===== config.mk =====
export PLATFORM = sky130hd
export DESIGN_NAME = bnn_neuron_array
export DESIGN_NICKNAME = d
export VERILOG_FILES = /design/src/rtl/bnn_neuron_array.sv
export SDC_FILE = /design/constraint.sdc
export NUM_CORES = 1
export LEC_CHECK = 0
export CAP_MARGIN = 5
export CORE_ASPECT_RATIO = 0.9
export CORE_MARGIN = 2
export CORE_UTILIZATION = 40
export DETAILED_ROUTE_END_ITERATION = 8
export PLACE_DENSITY_LB_ADDON = 0.25
export SLEW_MARGIN = 20
export SYNTH_ARGS = -nofsm -noshare
export SYNTH_HDL_FRONTEND = slang
export SYNTH_SLANG_ARGS = --single-unit

===== constraint.sdc =====
create_clock -name clk -period 5.3 [get_ports clk]
set_input_delay 0.53 -clock clk [delete_from_list [all_inputs] [get_ports clk]]
set_output_delay 0.53 -clock clk [all_outputs]
set_load 0.01 [all_outputs]

===== src/rtl/bnn_neuron_array.sv =====
// bnn_neuron_array: PARALLEL_NEURONS XNOR-popcount neurons sharing one input
// stream. NUM_INPUTS bits are streamed in beats of PARALLEL_INPUTS; each
// completed group yields one activation vector held until the consumer takes it.
// Optional feature macro: NEURON_COUNT_OUT_EN adds the out_count port carrying
// the final per-neuron popcounts alongside out.
module bnn_neuron_array #(
  parameter int unsigned PARALLEL_INPUTS  = 8,
  parameter int unsigned PARALLEL_NEURONS = 4,
  parameter int unsigned NUM_INPUTS       = 20,
  parameter int unsigned THRESHOLD_WIDTH  = 32
) (
  input  logic                                         clk,
  input  logic                                         rst,
  input  logic [PARALLEL_INPUTS-1:0]                   inputs,
  input  logic [PARALLEL_NEURONS*PARALLEL_INPUTS-1:0]  weights,
  input  logic [PARALLEL_NEURONS*THRESHOLD_WIDTH-1:0]  threshold,
  input  logic                                         inputs_valid,
  input  logic                                         weights_valid,
  output logic                                         in_ready,
  output logic [PARALLEL_NEURONS-1:0]                  out,
  output logic                                         out_valid,
  input  logic                                         out_ready
`ifdef NEURON_COUNT_OUT_EN
  ,
  output logic [PARALLEL_NEURONS*$clog2(NUM_INPUTS+1)-1:0] out_count
`endif
);

  localparam int unsigned PI         = PARALLEL_INPUTS;
  localparam int unsigned PN         = PARALLEL_NEURONS;
  localparam int unsigned TW         = THRESHOLD_WIDTH;
  localparam int unsigned BEATS      = (NUM_INPUTS + PI - 1) / PI;
  localparam int unsigned CW         = $clog2(NUM_INPUTS + 1);
  localparam int unsigned BW         = (BEATS > 1) ? $clog2(BEATS) : 1;
  localparam int unsigned LAST_LANES = NUM_INPUTS - (BEATS - 1) * PI;
  localparam int unsigned CMPW       = (TW > CW) ? TW : CW;

  logic [BW-1:0] beat_cnt;
  logic          last_beat;
  logic          accept;
  logic [PI-1:0] lane_mask;
  logic [PI-1:0] match [PN];
  logic [CW-1:0] acc   [PN];
  logic [CW-1:0] total [PN];
  logic [PN-1:0] fire;

  assign in_ready  = ~out_valid | out_ready;
  assign accept    = inputs_valid & weights_valid & in_ready;
  assign last_beat = (beat_cnt == BW'(BEATS - 1));

  // Lanes beyond NUM_INPUTS on the ragged final beat never contribute.
  always_comb begin
    lane_mask = '1;
    if (last_beat) begin
      for (int unsigned i = 0; i < PI; i++) begin
        lane_mask[i] = (i < LAST_LANES);
      end
    end
  end

  // Running count plus this beat's XNOR matches, and the threshold decision.
  always_comb begin
    for (int unsigned n = 0; n < PN; n++) begin
      match[n] = ~(inputs ^ weights[n*PI +: PI]) & lane_mask;
      total[n] = acc[n];
      for (int unsigned i = 0; i < PI; i++) begin
        total[n] = total[n] + CW'(match[n][i]);
      end
      fire[n] = (CMPW'(total[n]) >= CMPW'(threshold[n*TW +: TW]));
    end
  end

  // Beat counter, accumulators and the held result register.
  always_ff @(posedge clk or posedge rst) begin
    if (rst) begin
      beat_cnt  <= '0;
      out       <= '0;
      out_valid <= 1'b0;
      for (int unsigned n = 0; n < PN; n++) acc[n] <= '0;
`ifdef NEURON_COUNT_OUT_EN
      out_count <= '0;
`endif
    end else begin
      if (accept && last_beat) begin
        beat_cnt  <= '0;
        out       <= fire;
        out_valid <= 1'b1;
        for (int unsigned n = 0; n < PN; n++) begin
          acc[n] <= '0;
`ifdef NEURON_COUNT_OUT_EN
          out_count[n*CW +: CW] <= total[n];
`endif
        end
      end else begin
        if (accept) begin
          beat_cnt <= beat_cnt + BW'(1);
          for (int unsigned n = 0; n < PN; n++) acc[n] <= total[n];
        end
        if (out_ready) out_valid <= 1'b0;
      end
    end
  end

endmodule

Run 1, M2 wires:
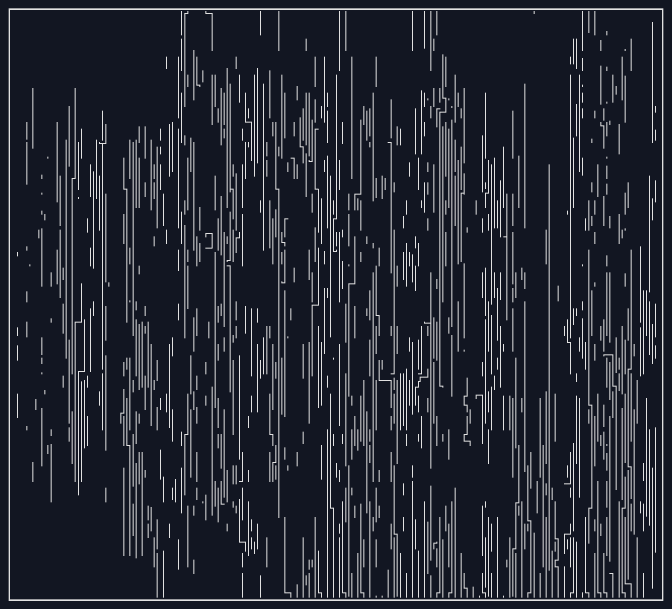
The longest straight run is 61.4 um. The layer carries 4980 um of wire. The wires run mostly vertical. The layer holds 51% of the routed length. 649 nets have wire on it.

Run 1, wiring by layer:
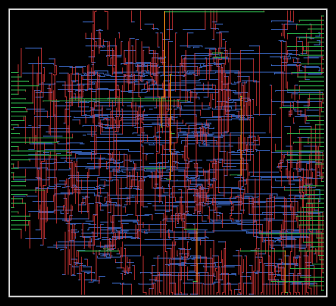
met3: marked green, wire length 762 um. met4: marked orange, wire length 123 um. met1: marked blue, wire length 3890 um. met2: marked red, wire length 4980 um.

==> Changelog: implementation, run 1 <==
### Implementation results

* Worst r2r dst: out[2]$_DFFE_PP0P_
* Register area at 676 um^2
* Largest net degree at the start of global routing at 32
* Crit path buf inv count at 3
* Comb pwr share at 79.9%
* Top cell area share at 20.9%
* Fin nets at 782
* Clkbuf count at 4
* Syn Inst Count at 370
* Layout area overhead at 59.1%
* Avg Inst Size Synth at 8.73 um^2
* Mapped Area at 3230 um^2
* Sequential fraction of design power at 14.6%
* CP dominant cell by count: fa_1
* Worst path cell trace: clkdlybuf4s50_1 > xor2_1 > fa_1 > fa_1 > inv_1 > fa_1 > inv_1 > fa_1 > fa_1 > nor2b_1 > o21ai_0 > a21o_1 > and2_1 > ha_1 > a21o_1 > a31oi_1 > o41ai_1
* Most instantiated logic cell after routing: clkdlybuf4s50_1
* Final core occ at 64.6%
* Peak Freq at 199 MHz
* Async S/R FF share, synth at 100%
* Power Density at 436 nW/um^2
* Top cells excl fill/tap: clkdlybuf4s50_1, inv_1, ha_1, nand2_1, dfrtp_1
* Setup Total Neg Slack at 0 ns
* Max Slew Vio Count at 0
* Non-CTS buffers at 179
* Clk buf depth at 2
* Flops after synth at 27
* Routed wl met2 at 4980 um
* WHS at 0.495 ns
* # Cells Yosys at 370
* Crit path to: out[2]$_DFFE_PP0P_
* Worst Tran Pin Value at 0.644 ns
* Worst rel slew slack at 57.0%
* Routed WL at 9750 um
* Combinational Power at 1790 uW
* Reg clk slew, reported paths at 0.10 ns
* Post-synth net total at 607
* Pleak at 0.00235 uW
* Top cells by count: inv_1, ha_1, nand2_1
* Final Total Pwr at 2240 uW
* Hold Path Class: flop to flop
* Post-place setup slack at -0.115 ns
* Family with the most delay on the worst path: adder cells
* Seq Cell Count at 27
* CTS Buf Count at 3
* Vias per cell at 5.02
* Worst-case reg-to-reg path depth at 16
* Tcrit/Tclk final at 94.6%
* Die area at 8810 um^2
* Status: completed
* Fp util at 40.6%
* Crit Path Max Fanout at 2
* M3 GR Usage at 4.61%
* Top Consumer: combinational logic
* Non-clock buffer share at 35.0%
* CTS tree: built
* XORs/XNORs by Area at 10.0%
* CTS Root Cell: clkbuf_8
* Multi-input logic area at 2280 um^2
* # fillers at 682
* Startpoint Class: input pin
* Pre-Repair DR Iteration Count at 4
* Crit path launch: weights[16]
* Max FFs per register at 20
* Clock network fraction of design power at 5.6%
* Synth unique cells at 36
* Worst setup margin at 0.286 ns
* Sequential share of cell area at 13.1%
* CP arrival at 5.17 ns
* Overall routing resource usage at 22.7%
* Placed insts at 639
* Sw Ratio at 46.8%
* Total number of vias at 3225
* Final Wtd Congestion at 0.850
* WL met3 at 761 um
* Final tally of setup violations at 0
* Inverters at 57
* # rows at 31
* Top sig layer: met4
* Tool warnings at 26
* Top reg by flops: acc
* Max-cap violation count at 0
* Buffers on Ports at 178
* Met1 wire length at 3890 um
* # hold bufs at CTS at 0
* Drt first-iter violations at 48
* H-tree levels at 1
* Initial antenna violation count at 0
* Top flop regs: acc: 20 flops, out: 4 flops, beat_cnt: 2 flops
* Top logic family: adder cells
Run 1, track usage over the die:
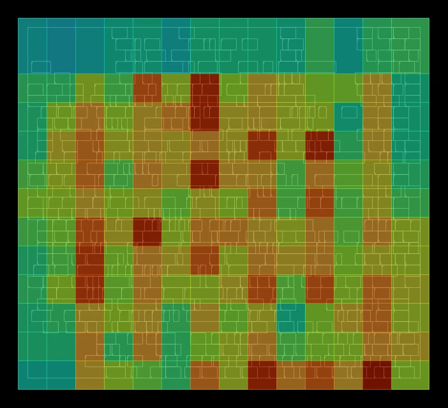
busiest grt layer: met2
met2 usage: 45.6%
M1 GR Usage: 24.7%

==> run 2: changes to the inputs <==
--- a/config.mk
+++ b/config.mk
@@ -9,9 +9,9 @@
 export CORE_ASPECT_RATIO = 0.9
 export CORE_MARGIN = 2
 export CORE_UTILIZATION = 40
+export CTS_CLUSTER_SIZE = 30
 export DETAILED_ROUTE_END_ITERATION = 8
 export PLACE_DENSITY_LB_ADDON = 0.25
-export SLEW_MARGIN = 20
 export SYNTH_ARGS = -nofsm -noshare
 export SYNTH_HDL_FRONTEND = slang
 export SYNTH_SLANG_ARGS = --single-unit
Run 2, M2 wires:
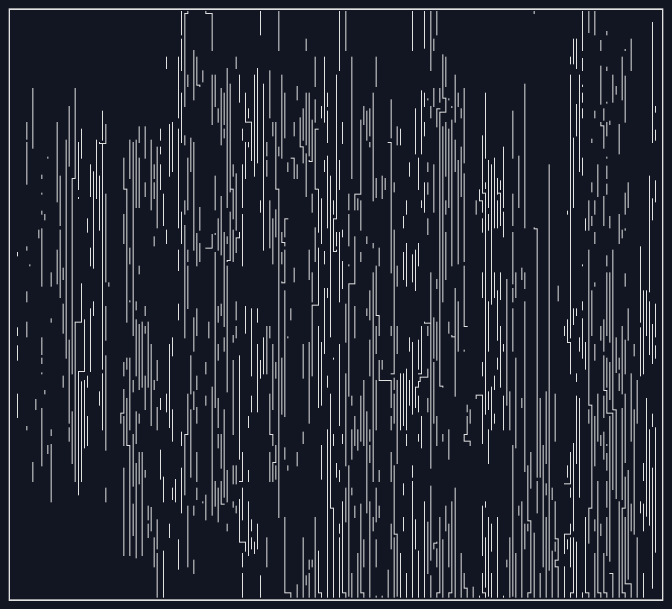
649 nets have wire on it. The layer holds 51% of the routed length. The layer carries 4990 um of wire. The longest straight run is 61.4 um. The wires run mostly vertical.

==> run 2 against run 1 <==
Net effect:
- sequential share of layout area unchanged
- setup slack improved by 0.0010 ns
- synthesized area did not move
- cell count is the same
- critical path depth unchanged
- largest cell class unchanged
==> Changelog: implementation, run 2 <==
### Implementation results

* Top sig layer: met4
* Top logic family: adder cells
* Mapped Area at 3230 um^2
* Sw Ratio at 46.8%
* Fin nets at 782
* Total number of vias at 3222
* Worst setup margin at 0.287 ns
* Met2 usage at 45.6%
* Sequential share of cell area at 13.1%
* Max FFs per register at 20
* Hold Path Class: flop to flop
* Combinational Power at 1790 uW
* Tcrit/Tclk final at 94.6%
* Fp util at 40.6%
* Overall routing resource usage at 22.7%
* Clkbuf count at 4
* # hold bufs at CTS at 0
* Register area at 676 um^2
* # rows at 31
* Worst-case reg-to-reg path depth at 16
* Avg Inst Size Synth at 8.73 um^2
* Setup Total Neg Slack at 0 ns
* Seq Cell Count at 27
* Top reg by flops: acc
* Largest net degree at the start of global routing at 32
* Max-cap violation count at 0
* Top flop regs: acc: 20 flops, out: 4 flops, beat_cnt: 2 flops
* Syn Inst Count at 370
* Synth unique cells at 36
* M3 GR Usage at 4.61%
* Layout area overhead at 59.1%
* Crit path buf inv count at 3
* CP dominant cell by count: fa_1
* Tool warnings at 26
* Top cells by count: inv_1, ha_1, nand2_1
* M1 GR Usage at 24.7%
* Met1 wire length at 3880 um
* Reg clk slew, reported paths at 0.10 ns
* Comb pwr share at 79.9%
* Flops after synth at 27
* Buffers on Ports at 178
* Crit Path Max Fanout at 2
* Worst path cell trace: clkdlybuf4s50_1 > xor2_1 > fa_1 > fa_1 > inv_1 > fa_1 > inv_1 > fa_1 > fa_1 > nor2b_1 > o21ai_0 > a21o_1 > and2_1 > ha_1 > a21o_1 > a31oi_1 > o41ai_1
* XORs/XNORs by Area at 10.0%
* CP arrival at 5.17 ns
* CTS Root Cell: clkbuf_8
* Busiest grt layer: met2
* Inverters at 57
* Multi-input logic area at 2280 um^2
* Family with the most delay on the worst path: adder cells
* WHS at 0.495 ns
* CTS Buf Count at 3
* CTS tree: built
* Crit path to: out[2]$_DFFE_PP0P_
* Routed WL at 9750 um
* Status: completed
* Final Total Pwr at 2240 uW
* Final core occ at 64.6%
* Top Consumer: combinational logic
* Post-synth net total at 607
* Non-CTS buffers at 179
* Max Slew Vio Count at 0
* Pleak at 0.00235 uW
* Worst rel slew slack at 28.0%
* Sequential fraction of design power at 14.6%
* Worst Tran Pin Value at 1.08 ns
* Initial antenna violation count at 0
* Placed insts at 639
* Die area at 8810 um^2
Run 2, wiring by layer:
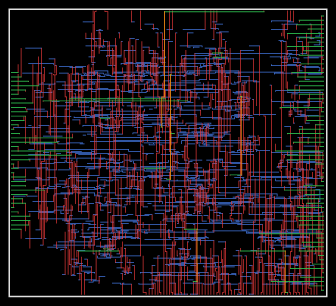
met1: marked blue, wire length 3880 um. met4: marked orange, wire length 123 um. met2: marked red, wire length 4990 um. met3: marked green, wire length 761 um.

No activity file was given, so power comes from the tool's default toggle rates.
